$ cat src/rtl/fc_layer_sequencer.sv
// ---------------------------------------------------------------------------
// fc_layer_sequencer
//
// Top-level scheduler for the two fully-connected stages of the accelerator:
// FC1 (FC1_NODES nodes, FC1_BATCHES 32-element beats per node) and FC2
// (FC2_NODES nodes, one beat each). One run does the following, in order:
//   1. Clears the FC accumulators.
//   2. Streams the FC1 weight and data read addresses.
//   3. Streams the FC2 weight addresses.
//   4. Optionally picks the winning class from the FC2 outputs.
// The enables are the issue strobes delayed by the BRAM read latency, so each
// enable lines up with the data it qualifies.
//
// Build option:
//   FC_ARGMAX_EN  defined   -> ARGMAX state built; class_id/class_valid driven.
//                 undefined -> FC2_DRAIN goes straight to FIN; class_id and
//                              class_valid are tied to 0; fc2_out is unused.
//
// Handshake: start is a request sampled only in IDLE. A start in any other
// state is dropped, not queued. busy is high from the cycle after the accept
// through the FIN cycle. done is a one-cycle pulse in FIN. There is no
// back-pressure: once an address issues, its enable always follows.
//
// Ports:
//   clk, rst_n    clock; synchronous active-low reset
//   start         run request
//   busy, done    run status and end-of-run pulse
//   layer         0 = idle/clear, 1 = FC1, 2 = FC2, 3 = argmax
//   fc1_en        FC1 datapath enable
//   fc1_waddr     FC1 weight address (node*FC1_BATCHES + batch)
//   fc1_daddr     FC1 data address (batch)
//   fc2_en        FC2 datapath enable
//   fc2_waddr     FC2 weight address (node)
//   fc2_out       FC2 signed outputs; class j sits at [DW*j +: DW]
//   class_id      winning class
//   class_valid   class_id valid
//   state_dbg     current FSM state, for debug and checkers
// ---------------------------------------------------------------------------
module fc_layer_sequencer #(
  parameter int DATA_WIDTH  = 8,
  parameter int FC1_BATCHES = 32,
  parameter int FC1_NODES   = 64,
  parameter int FC2_NODES   = 10,
  parameter int RD_LAT      = 1
) (
  input  logic                            clk,
  input  logic                            rst_n,
  input  logic                            start,
  output logic                            busy,
  output logic                            done,
  output logic [3:0]                      layer,
  output logic                            fc1_en,
  output logic [10:0]                     fc1_waddr,
  output logic [4:0]                      fc1_daddr,
  output logic                            fc2_en,
  output logic [3:0]                      fc2_waddr,
  input  logic [FC2_NODES*DATA_WIDTH-1:0] fc2_out,
  output logic [3:0]                      class_id,
  output logic                            class_valid,
  output logic [2:0]                      state_dbg
);

  localparam logic [2:0] S_IDLE      = 3'd0;
  localparam logic [2:0] S_CLR       = 3'd1;
  localparam logic [2:0] S_FC1_ISSUE = 3'd2;
  localparam logic [2:0] S_FC1_DRAIN = 3'd3;
  localparam logic [2:0] S_FC2_ISSUE = 3'd4;
  localparam logic [2:0] S_FC2_DRAIN = 3'd5;
`ifdef FC_ARGMAX_EN
  localparam logic [2:0] S_ARGMAX    = 3'd6;
`endif
  localparam logic [2:0] S_FIN       = 3'd7;

  logic [2:0] state;
  logic [4:0] batch_cnt;
  logic [5:0] node_cnt;
  // Shared counter for the drain, FC2-issue and argmax phases.
  logic [3:0] ph_cnt;

  logic fc1_issue;
  logic fc2_issue;
  logic batch_last;
  logic fc1_last;
  logic drain_last;
  logic fc2_last;

  logic [RD_LAT-1:0] fc1_pipe;
  logic [RD_LAT-1:0] fc2_pipe;

  assign fc1_issue  = (state == S_FC1_ISSUE);
  assign fc2_issue  = (state == S_FC2_ISSUE);
  assign batch_last = (batch_cnt == 5'(FC1_BATCHES - 1));
  assign fc1_last   = batch_last && (node_cnt == 6'(FC1_NODES - 1));
  // A drain lasts RD_LAT+2 cycles: the read latency plus the datapath's
  // one-cycle node-delay accumulate.
  assign drain_last = (ph_cnt == 4'(RD_LAT + 1));
  assign fc2_last   = (ph_cnt == 4'(FC2_NODES - 1));

  // FSM and address counters
  always_ff @(posedge clk) begin
    if (!rst_n) begin
      state     <= S_IDLE;
      batch_cnt <= '0;
      node_cnt  <= '0;
      ph_cnt    <= '0;
    end else begin
      case (state)
        S_IDLE: begin
          if (start) state <= S_CLR;
        end
        S_CLR: begin
          batch_cnt <= '0;
          node_cnt  <= '0;
          ph_cnt    <= '0;
          state     <= S_FC1_ISSUE;
        end
        S_FC1_ISSUE: begin
          if (fc1_last) begin
            batch_cnt <= '0;
            node_cnt  <= '0;
            ph_cnt    <= '0;
            state     <= S_FC1_DRAIN;
          end else if (batch_last) begin
            batch_cnt <= '0;
            node_cnt  <= node_cnt + 6'd1;
          end else begin
            batch_cnt <= batch_cnt + 5'd1;
          end
        end
        S_FC1_DRAIN: begin
          if (drain_last) begin
            ph_cnt <= '0;
            state  <= S_FC2_ISSUE;
          end else begin
            ph_cnt <= ph_cnt + 4'd1;
          end
        end
        S_FC2_ISSUE: begin
          if (fc2_last) begin
            ph_cnt <= '0;
            state  <= S_FC2_DRAIN;
          end else begin
            ph_cnt <= ph_cnt + 4'd1;
          end
        end
        S_FC2_DRAIN: begin
          if (drain_last) begin
            ph_cnt <= '0;
`ifdef FC_ARGMAX_EN
            state  <= S_ARGMAX;
`else
            state  <= S_FIN;
`endif
          end else begin
            ph_cnt <= ph_cnt + 4'd1;
          end
        end
`ifdef FC_ARGMAX_EN
        S_ARGMAX: begin
          if (fc2_last) begin
            ph_cnt <= '0;
            state  <= S_FIN;
          end else begin
            ph_cnt <= ph_cnt + 4'd1;
          end
        end
`endif
        S_FIN: begin
          state <= S_IDLE;
        end
        default: begin
          state <= S_IDLE;
        end
      endcase
    end
  end

  // The enables are the issue strobes delayed by the BRAM read latency.
  always_ff @(posedge clk) begin
    if (!rst_n) begin
      fc1_pipe <= '0;
      fc2_pipe <= '0;
    end else begin
      fc1_pipe <= RD_LAT'({fc1_pipe, fc1_issue});
      fc2_pipe <= RD_LAT'({fc2_pipe, fc2_issue});
    end
  end

  assign fc1_en = fc1_pipe[RD_LAT-1];
  assign fc2_en = fc2_pipe[RD_LAT-1];

  // Addresses read 0 outside their issue window.
  always_comb begin
    fc1_waddr = '0;
    fc1_daddr = '0;
    fc2_waddr = '0;
    if (fc1_issue) begin
      fc1_waddr = 11'(node_cnt) * 11'(FC1_BATCHES) + 11'(batch_cnt);
      fc1_daddr = batch_cnt;
    end
    if (fc2_issue) begin
      fc2_waddr = ph_cnt;
    end
  end

  // Each phase code holds through its matching drain state.
  always_comb begin
    layer = 4'd0;
    case (state)
      S_FC1_ISSUE, S_FC1_DRAIN: layer = 4'd1;
      S_FC2_ISSUE, S_FC2_DRAIN: layer = 4'd2;
`ifdef FC_ARGMAX_EN
      S_ARGMAX:                 layer = 4'd3;
`endif
      default:                  layer = 4'd0;
    endcase
  end

  assign busy      = (state != S_IDLE);
  assign done      = (state == S_FIN);
  assign state_dbg = state;

`ifdef FC_ARGMAX_EN
  // Scan one class per cycle. A strict signed '>' keeps the lowest index on
  // a tie. On the last scan cycle the winner is registered directly, so
  // class_valid rises together with done.
  logic signed [DATA_WIDTH-1:0] cur_val;
  logic signed [DATA_WIDTH-1:0] best_val;
  logic [3:0]                   best_idx;
  logic                         take;

  assign cur_val = fc2_out[int'(ph_cnt)*DATA_WIDTH +: DATA_WIDTH];
  assign take    = (ph_cnt == 4'd0) || (cur_val > best_val);

  always_ff @(posedge clk) begin
    if (!rst_n) begin
      best_val    <= '0;
      best_idx    <= '0;
      class_id    <= '0;
      class_valid <= 1'b0;
    end else if (state == S_CLR) begin
      class_id    <= '0;
      class_valid <= 1'b0;
    end else if (state == S_ARGMAX) begin
      if (take) begin
        best_val <= cur_val;
        best_idx <= ph_cnt;
      end
      if (fc2_last) begin
        class_id    <= take ? ph_cnt : best_idx;
        class_valid <= 1'b1;
      end
    end
  end
`else
  logic unused_fc2;
  assign unused_fc2  = ^fc2_out;
  assign class_id    = 4'd0;
  assign class_valid = 1'b0;
`endif

endmodule

$ cat config.mk
export PLATFORM = sky130hd
export DESIGN_NAME = fc_layer_sequencer
export DESIGN_NICKNAME = d
export VERILOG_FILES = /design/src/rtl/fc_layer_sequencer.sv
export SDC_FILE = /design/constraint.sdc
export NUM_CORES = 1
export LEC_CHECK = 0
export ABC_AREA = 1
export ABC_CLOCK_PERIOD_IN_PS = 2100
export CAP_MARGIN = 20
export CORE_MARGIN = 1
export CORE_UTILIZATION = 32
export DETAILED_ROUTE_END_ITERATION = 8
export PLACE_DENSITY = 0.81
export SLEW_MARGIN = 5
export SYNTH_ARGS = -nofsm -noshare
export SYNTH_HDL_FRONTEND = slang
export SYNTH_SLANG_ARGS = --single-unit
$ cat constraint.sdc
create_clock -name clk -period 2.1 [get_ports clk]
set_input_delay 0.42 -clock clk [delete_from_list [all_inputs] [get_ports clk]]
set_output_delay 0.42 -clock clk [all_outputs]
set_load 0.05 [all_outputs]
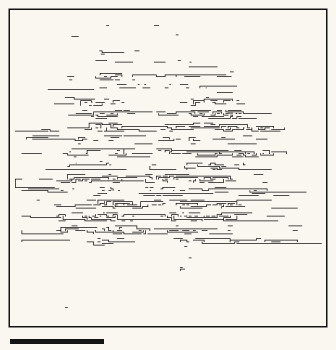
run_1/m1.png
Scale bar: 20 µm.
share of all routed wire: 45%
longest straight run: 17.9 µm
routed vias: 1301
global routing usage on met1: 17.23%
detailed-route wire length: 2873 µm

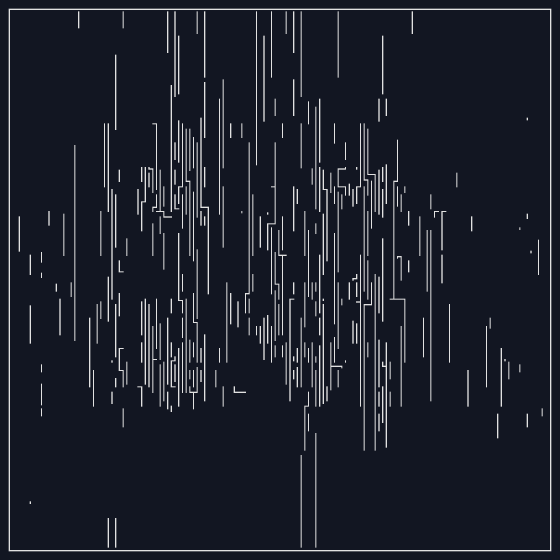
run_1/m2.png
share of all routed wire: 49%
wire length on this layer: 1400 µm
nets with wire on the layer: 199
main direction: vertical
longest straight run: 24.1 µm

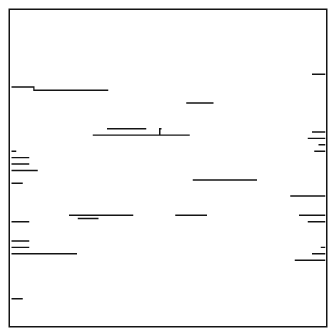
run_1/m3.png
nets with wire on the layer: 28
longest straight run: 20.2 µm
global routing met3 resource utilization: 3.938%

-- run 1: per-layer routing --
metal	GRT usage (%)	up-vias	part of all wire, %
li1	-	675	-
met1	17.23	589	45
met2	25.25	35	49
met3	3.938	2	6.0
met4	1.596	0	0.28
met5	0	-	0
-- run 1: worst max path at each step --
stage | endpoint | slack, ps
floorplan | fc1_waddr[5] | -90
global placement | ph_cnt[1] | 380
detailed placement | ph_cnt[1] | 300
CTS | state_dbg[1] | 100
global route | fc2_waddr[0] | 60
finish | state_dbg[1] | 110
-- run 1: worst register-to-register path, cell delays in order (launching register included) --
cell and delay (ps):
dfxtp_1 420, ha_1 200, nand2_1 70, nor2_1 100
ha_1 220, nand2_1 80, o21ai_0 250, nand2_1 160
a21oi_1 160, nor2_1 50
-- run 1: kinds of logic after synthesis --
group	after synthesis	share of synthesized area [%]
AND-OR/OR-AND	24	10.74
other	1	0.2775
flip-flops	20	29.63
AND/OR/NAND/NOR	114	38.61
XOR/XNOR	1	0.6483
adder cells (fa/ha/maj)	3	2.778
buffers and inverters	44	17.31
-- run 1: area by class of cell --
cell class | count | area share (%)
Multi-Input combinational cell | 149 | 40.61
Timing Repair Buffer | 32 | 26.47
Sequential cell | 20 | 21.06
Inverter | 28 | 5.737
Tap cell | 50 | 3.259
Clock buffer | 4 | 2.868
-- run 1: cell usage after synthesis (2+ instances only) --
cell type	count	area, µm²
nand2_1	46	172.7
nor2_1	42	157.7
inv_1	26	97.59
dfxtp_1	20	400.4
buf_4	13	97.59
a21oi_1	12	60.06
nand3_1	8	40.04
o21ai_0	6	30.03
nor3_1	5	25.02
ha_1	3	37.54
nand2_4	3	33.78
buf_6	2	22.52
nand2_2	2	12.51
nor2_4	2	22.52
o31ai_1	2	15.01
-- run 1: stage by stage --
| step | std cells | setup TNS [ps] |
|---|---|---|
| 2_1_floorplan | 213 | -471.0 |
| 4_1_cts | 283 | 0 |
| 3_5_place_dp | 279 | 0 |
| 3_3_place_gp | 279 | 0 |
| 6_report | 283 | 0 |
| 5_1_grt | 283 | 0 |
-- run 1: repair_timing --
| action | CTS | global route |
|---|---|---|
| gates resized | 0 | 1 |
| endpoints found under the setup margin | 0 | 4 |
| hold buffers | 0 | 0 |
-- run 1: sequential cells by signal (all words and copies together), names as in the netlist --
name and cells:
fc1_en 1, fc2_en 1, state_dbg 3, node_cnt 6
batch_cnt 5, ph_cnt 4
-- run 1: power groups by stage --
stage,sequential [W],combinational (W),clock (W)
floorplan,0.000580,0.000737,0
global placement,0.000527,0.000960,0
detailed placement,0.000531,0.000987,0
CTS,0.000523,0.000991,0.000294
global route,0.000534,0.00107,0.000311
finish,0.000526,0.000987,0.000283
==> impl_report.txt, run 1 <==
PHYSICAL IMPLEMENTATION REPORT
----------------------------------------------------
[Min path]
  Worst Hold Launch ........................ batch_cnt[3]
  End point of the worst hold path ........................ batch_cnt[3]

[Route]
  Per-cell routed wire length ........................ 10.15 µm
  Routed vias/inst ........................ 4.597
  Number of search-and-repair iterations in the first detailed-routing pass ........................ 6

[Yosys]
  Sequential-to-total area share from yosys stat ........................ 29.63%
  Total cell area reported by yosys after synthesis ........................ 0.001351 mm²

[Clock tree]
  Clock Latency Late Sink ........................ 250 ps
  Clk buf depth ........................ 2
  Clock tree from TritonCTS ........................ done
  Number of buffers inserted to repair setup after CTS ........................ 0

[Pwr]
  Part of the total power dissipated in combinational logic ........................ 54.9%
  Internal power component ........................ 0.0008999 W
  Power density over the cells ........................ 936.3 mW/mm²
  Switching power share of the total ........................ 49.92%

[Die]
  Number of placement rows ........................ 23
  Die area ........................ 0.004487 mm²
  Horizontal extent of the die ........................ 66.99 µm

[GRT]
  Number of global-route vias before repair ........................ 1193
  Antenna violations before repair ........................ 0
  First-pass GRT wire length ........................ 4961 µm

[Timing]
  Unrepaired setup endpoints after global routing ........................ no
  Share of the clock period used by the worst path ........................ 94.86%
  Transition time of the tightest slew-check pin ........................ 499.3 ps
  Setup Viol. Count Final ........................ 0
  Final Hold Slack ........................ 474.3 ps

[Setup path]
  Worst flop-to-flop path endpoint ........................ ph_cnt[1]
  Worst Reg2Reg Path Length in Cells ........................ 9
  Slowest stage delay, CP ........................ 850 ps
  Start of the worst register-to-register path ........................ batch_cnt[0]
  Kind of critical path ........................ flip-flop to output pin
  Largest driver fanout on the critical path ........................ 9

[Finish]
  Count of fill cells added during filler insertion ........................ 386
  Commonest non-fill, non-tap cell in the layout ........................ nand2_1
  Diodes inserted ........................ 0
  Core Util, Final ........................ 47.64%
  Most numerous logic cells after layout ........................ 46 x nand2_1, 36 x nor2_1, 26 x inv_1, 20 x buf_12, 17 x dfxtp_1

[Run status]
  Status ........................ finished clean

[Placement]
  Area after DPL ........................ 0.001862 mm²

----------------------------------------------------
## Run 2: what changed since run 1
- RECOVER_POWER: not set -> 25
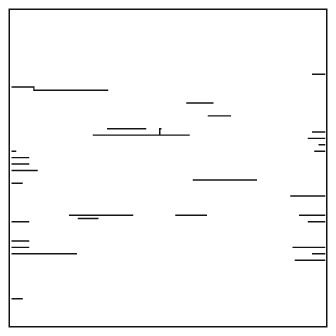
run_2/m3.png
main direction: horizontal
longest straight run: 20.2 µm
routed vias: 1305
detailed-route wire length: 2888 µm

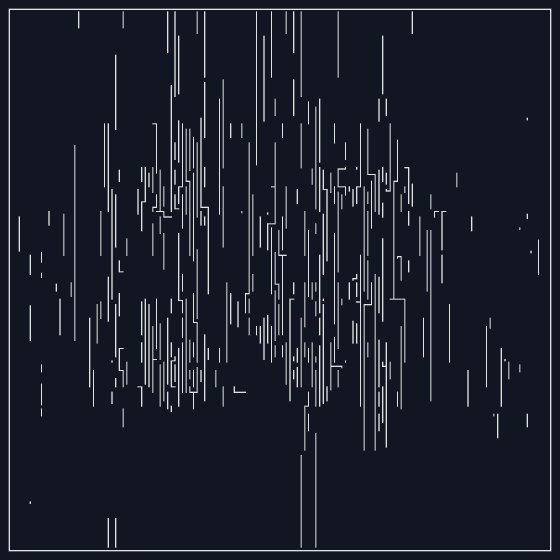
run_2/m2.png
nets with wire on the layer: 199
main direction: vertical
longest straight run: 24.1 µm

==> run 2 against run 1 <==
  * Die area unchanged
  * Cell count did not move
  * Combinational power is 0.9% lower
  * Non-clock buffer count stayed put
  * Synthesized cell count unchanged
  * Wire length up 0.52%
  * Maximum frequency hardly changed
  * Register-to-register slack barely moved
  * Utilization decreased by 0.16 points
  * Worst setup slack hardly changed
  * Clock power about the same
  * Critical path depth unchanged
  * Largest cell class unchanged
==> impl_report.txt, run 2 <==
PHYSICAL IMPLEMENTATION REPORT
----------------------------------------------------
[Setup path]
  Kind of critical path ........................ flip-flop to output pin
  Slowest stage delay, CP ........................ 850 ps (about the same)

[Yosys]
  Main area contributors ........................ dfxtp_1 30%, nand2_1 13%, nor2_1 12%
  XOR/XNOR Fraction of Synth Area ........................ 0.6481% (unchanged)
  Multiplexer share ........................ 0% (unchanged)
  Commonest cells post-synth ........................ 46 x nand2_1, 42 x nor2_1, 26 x inv_1, 20 x dfxtp_1, 13 x buf_4
  AO/OA Area Share ........................ 10.74% (unchanged)
  Synth Area in Simple Gates ........................ 38.61% (unchanged)
  Sequential-to-total area share from yosys stat ........................ 29.63% (unchanged)

[Finish]
  Largest register FFs ........................ 6 (unchanged)
  Most numerous logic cells after layout ........................ 47 x nand2_1, 36 x nor2_1, 26 x inv_1, 20 x buf_12, 17 x dfxtp_1

[Route]
  Per-cell routed wire length ........................ 10.20 µm (+0.52%)
  Routed vias/inst ........................ 4.611 (+0.31%)
  Number of search-and-repair iterations in the first detailed-routing pass ........................ 5 (-1)

[Clock tree]
  CTS-repair resized insts ........................ 0 (unchanged)
  Hold buffer count at CTS ........................ 0 (unchanged)

[Placement]
  Area after DPL ........................ 0.001862 mm² (unchanged)

[GRT]
  First-pass GRT wire length ........................ 4961 µm (unchanged)
  Number of global-route vias before repair ........................ 1193 (unchanged)

[Die]
  Horizontal extent of the die ........................ 66.99 µm (unchanged)
  Number of placement rows ........................ 23 (unchanged)

[Timing]
  Final Hold Slack ........................ 474.4 ps (+0.08400 ps)
  Share of the clock period used by the worst path ........................ 94.86% (about the same)

[Pwr]
  Power density over the cells ........................ 934.4 mW/mm² (-0.20%)

[Run status]
  Status ........................ finished clean

----------------------------------------------------
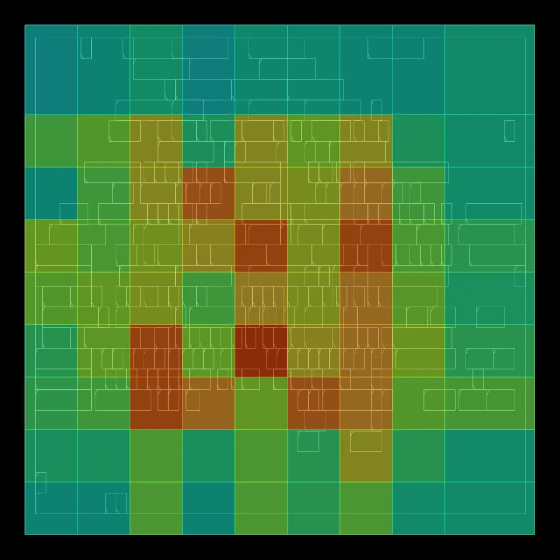
run_2/congestion_map.png
Core Util, Final: 47.48%
grt met2 use: 25.25%

[run 2: cell counts after synthesis]
Identical to the previous run, type by type.
[run 2: through the flow]
stage	util [%]	cells
6_report	47.48	283
5_1_grt	47.48	283
4_1_cts	47.58	283
3_5_place_dp	46.21	279
3_3_place_gp	46.21	279
2_1_floorplan	-	213
[run 2: cell type report]
class | count | area (µm²) | share of cell area, %
well taps | 50 | 62.56 | 3.270
multi-input cells | 149 | 777.0 | 40.61
inverters | 28 | 110.1 | 5.755
clock buffers | 4 | 55.05 | 2.878
repair buffers | 32 | 504.2 | 26.36
flip-flops and latches | 20 | 404.1 | 21.12
[run 2: final timing paths]
kind                                   start  slack [ps]  cells after the start           end
worst max-delay path            state_dbg[1]         110                      1  state_dbg[1]
worst min-delay path            batch_cnt[3]         470                      2  batch_cnt[3]
worst max register to register  batch_cnt[0]         270                      9     ph_cnt[1]
worst min register to register  batch_cnt[3]         470                      2  batch_cnt[3]
[run 2: metal layers]
metal	global-route usage [%]	share of wire [%]	up-vias
met2	25.25	49	37
li1	-	-	675
met1	17.23	45	591
met3	3.938	6.3	2
met5	0	0	-
met4	1.596	0.28	0
[run 2: kinds of logic (layout without fill, tap and decap cells)]
family	Yosys count	count (layout)
AND/OR/NAND/NOR	114	114
buffers and inverters	44	64
AND-OR/OR-AND	24	24
flip-flops	20	20
adder cells (fa/ha/maj)	3	3
other	1	7
XOR/XNOR	1	1
[run 2: where the power goes]
| part | internal [W] | switching, W | total, W |
|---|---|---|---|
| sequential | 0.000436 | 0.0000905 | 0.000526 |
| combinational | 0.000291 | 0.000687 | 0.000978 |
| clock | 0.000167 | 0.000117 | 0.000284 |
| total | 0.000893 | 0.000894 | 0.00179 |
## Run 3: what changed since run 2
- ABC_CLOCK_PERIOD_IN_PS: 2100 -> not set
- CAP_MARGIN: 20 -> not set
- GPL_TIMING_DRIVEN: not set -> 1
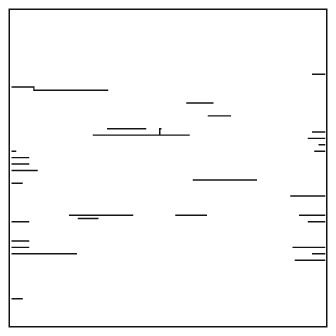
run_3/m3.png
share of all routed wire: 6.3%
wire length on this layer: 182 µm
nets with wire on the layer: 29

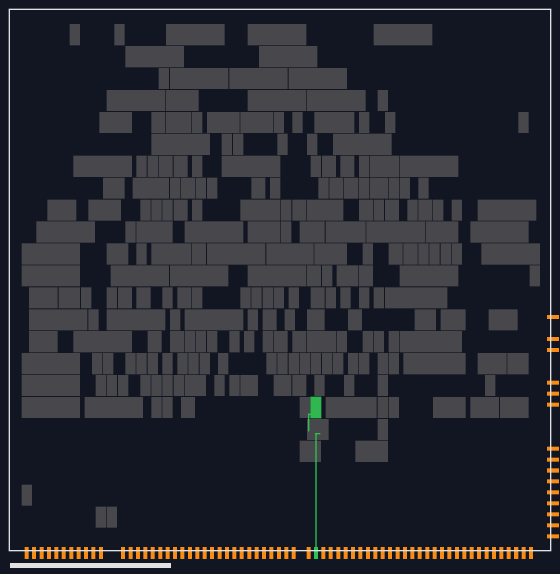
run_3/port_trees.png
Scale bar: 20 µm.
| colour | port | bits | direction | end cells | buffers |
|---|---|---|---|---|---|
| green | done | 1 | output | 1 | 1 |
| orange | fc2_out | 80 | input | 0 | 0 |

==> run 3 against run 2 <==
  * Combinational power about the same
  * Global-route usage unchanged
  * Die area unchanged
==> impl_report.txt, run 3 <==
PHYSICAL IMPLEMENTATION REPORT
----------------------------------------------------
[Min path]
  End point of the worst hold path ........................ batch_cnt[3]
  Worst Hold Launch ........................ batch_cnt[3]

[GRT]
  First-pass GRT wire length ........................ 4961 µm (unchanged)
  Number of global-route vias before repair ........................ 1193 (unchanged)

[Setup path]
  Slowest stage delay, CP ........................ 850 ps (about the same)
  Worst reg2reg setup slack ........................ 270 ps (about the same)
  Worst flop-to-flop path endpoint ........................ ph_cnt[1]
  Start of the worst register-to-register path ........................ batch_cnt[0]
  Worst Reg2Reg Path Length in Cells ........................ 9 (unchanged)

[Pwr]
  Register share of total power ........................ 29.4% (about the same)
  Fraction of power consumed by the clock network ........................ 15.9% (about the same)
  Power density over the cells ........................ 934.4 mW/mm² (unchanged)
  Power Total ........................ 0.001788 W

[Route]
  Number of search-and-repair iterations in the first detailed-routing pass ........................ 5 (unchanged)
  Routed vias/inst ........................ 4.611 (unchanged)
  Routed vias ........................ 1305 (unchanged)

[Yosys]
  Synth Area in Simple Gates ........................ 38.61% (unchanged)
  Sequential-to-total area share from yosys stat ........................ 29.63% (unchanged)
  Library cell occupying the most area in the post-synthesis netlist ........................ dfxtp_1
  AO/OA Area Share ........................ 10.74% (unchanged)
  Main area contributors ........................ dfxtp_1 30%, nand2_1 13%, nor2_1 12%
  Share of the synthesized area in the top cell type ........................ 29.63%
  Commonest cells post-synth ........................ 46 x nand2_1, 42 x nor2_1, 26 x inv_1, 20 x dfxtp_1, 13 x buf_4
  Multiplexer share ........................ 0% (unchanged)
  XOR/XNOR Fraction of Synth Area ........................ 0.6481% (unchanged)

[Die]
  Number of placement rows ........................ 23 (unchanged)

[Run status]
  Status ........................ finished clean

[Finish]
  Largest register FFs ........................ 6 (unchanged)
  Area of combinational cells with multiple inputs ........................ 777.0 µm² (unchanged)
  Most numerous logic cells after layout ........................ 47 x nand2_1, 36 x nor2_1, 26 x inv_1, 20 x buf_12, 17 x dfxtp_1
  Sequential cell area ........................ 404.1 µm² (unchanged)

[Timing]
  Final Hold Slack ........................ 474.4 ps (unchanged)
  Share of the clock period used by the worst path ........................ 94.86% (unchanged)

[Clock tree]
  Hold buffer count at CTS ........................ 0 (unchanged)

----------------------------------------------------
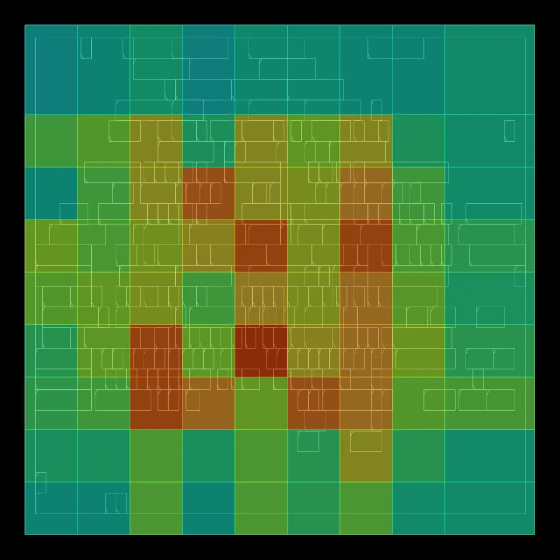
run_3/congestion_map.png
per-cell routed wire length: 10.20 µm
routing layer with the top usage in global route: met2
GRT Resource Usage Total: 14.19%

run 3: cell counts after synthesis:
No cell type changed its count.
run 3: layout make-up:
class | instances | area share (%)
well taps | 50 | 3.270
flip-flops and latches | 20 | 21.12
repair buffers | 32 | 26.36
inverters | 28 | 5.755
multi-input cells | 149 | 40.61
clock buffers | 4 | 2.878
run 3: worst max path at each step:
stage                             from            to  slack [ps]  cells after the start
after floorplan           state_dbg[2]  fc1_waddr[5]         -90                      5
after global routing      state_dbg[2]  fc2_waddr[0]          60                      5
after global placement    batch_cnt[0]     ph_cnt[1]         380                      9
final                     state_dbg[1]  state_dbg[1]         110                      1
after detailed placement  batch_cnt[0]     ph_cnt[1]         300                      9
after CTS                 state_dbg[1]  state_dbg[1]         100                      1
run 3: kinds of logic (layout without fill, tap and decap cells):
group	after synthesis	in the layout
and+or+nand+nor	114	114
buffers and inverters	44	64
AOI/OAI and AO/OA	24	24
DFF	20	20
adders and majority gates	3	3
other	1	7
xor gates and xnor gates	1	1
run 3: timing repair:
item | 4_1_cts | 5_1_grt
endpoints found under the setup margin | 0 | 4
endpoints found under the hold margin | 0 | 0
gates resized | 0 | 1
run 3: per-stage QoR:
step | utilization [%] | std cells | setup TNS [ps]
6_report | 47.48 | 283 | 0
5_1_grt | 47.48 | 283 | 0
4_1_cts | 47.58 | 283 | 0
3_5_place_dp | 46.21 | 279 | 0
3_3_place_gp | 46.21 | 279 | 0
2_1_floorplan | - | 213 | -471.0
run 3: power groups by stage:
stage	Sequential (W)	Combinational, W	Clock (W)
2_1_floorplan	0.000580	0.000737	0
3_3_place_gp	0.000527	0.000960	0
3_5_place_dp	0.000531	0.000987	0
4_1_cts	0.000523	0.000991	0.000294
5_1_grt	0.000534	0.00106	0.000311
6_report	0.000526	0.000978	0.000284
run 3: routing by layer:
layer / global-route usage, % / part of all wire, % / vias to the layer above
li1: - / - / 675
met4: 1.596 / 0.28 / 0
met3: 3.938 / 6.3 / 2
met5: 0 / 0 / -
met1: 17.23 / 45 / 591
met2: 25.25 / 49 / 37
No activity file was given, so power comes from the tool's default toggle rates.
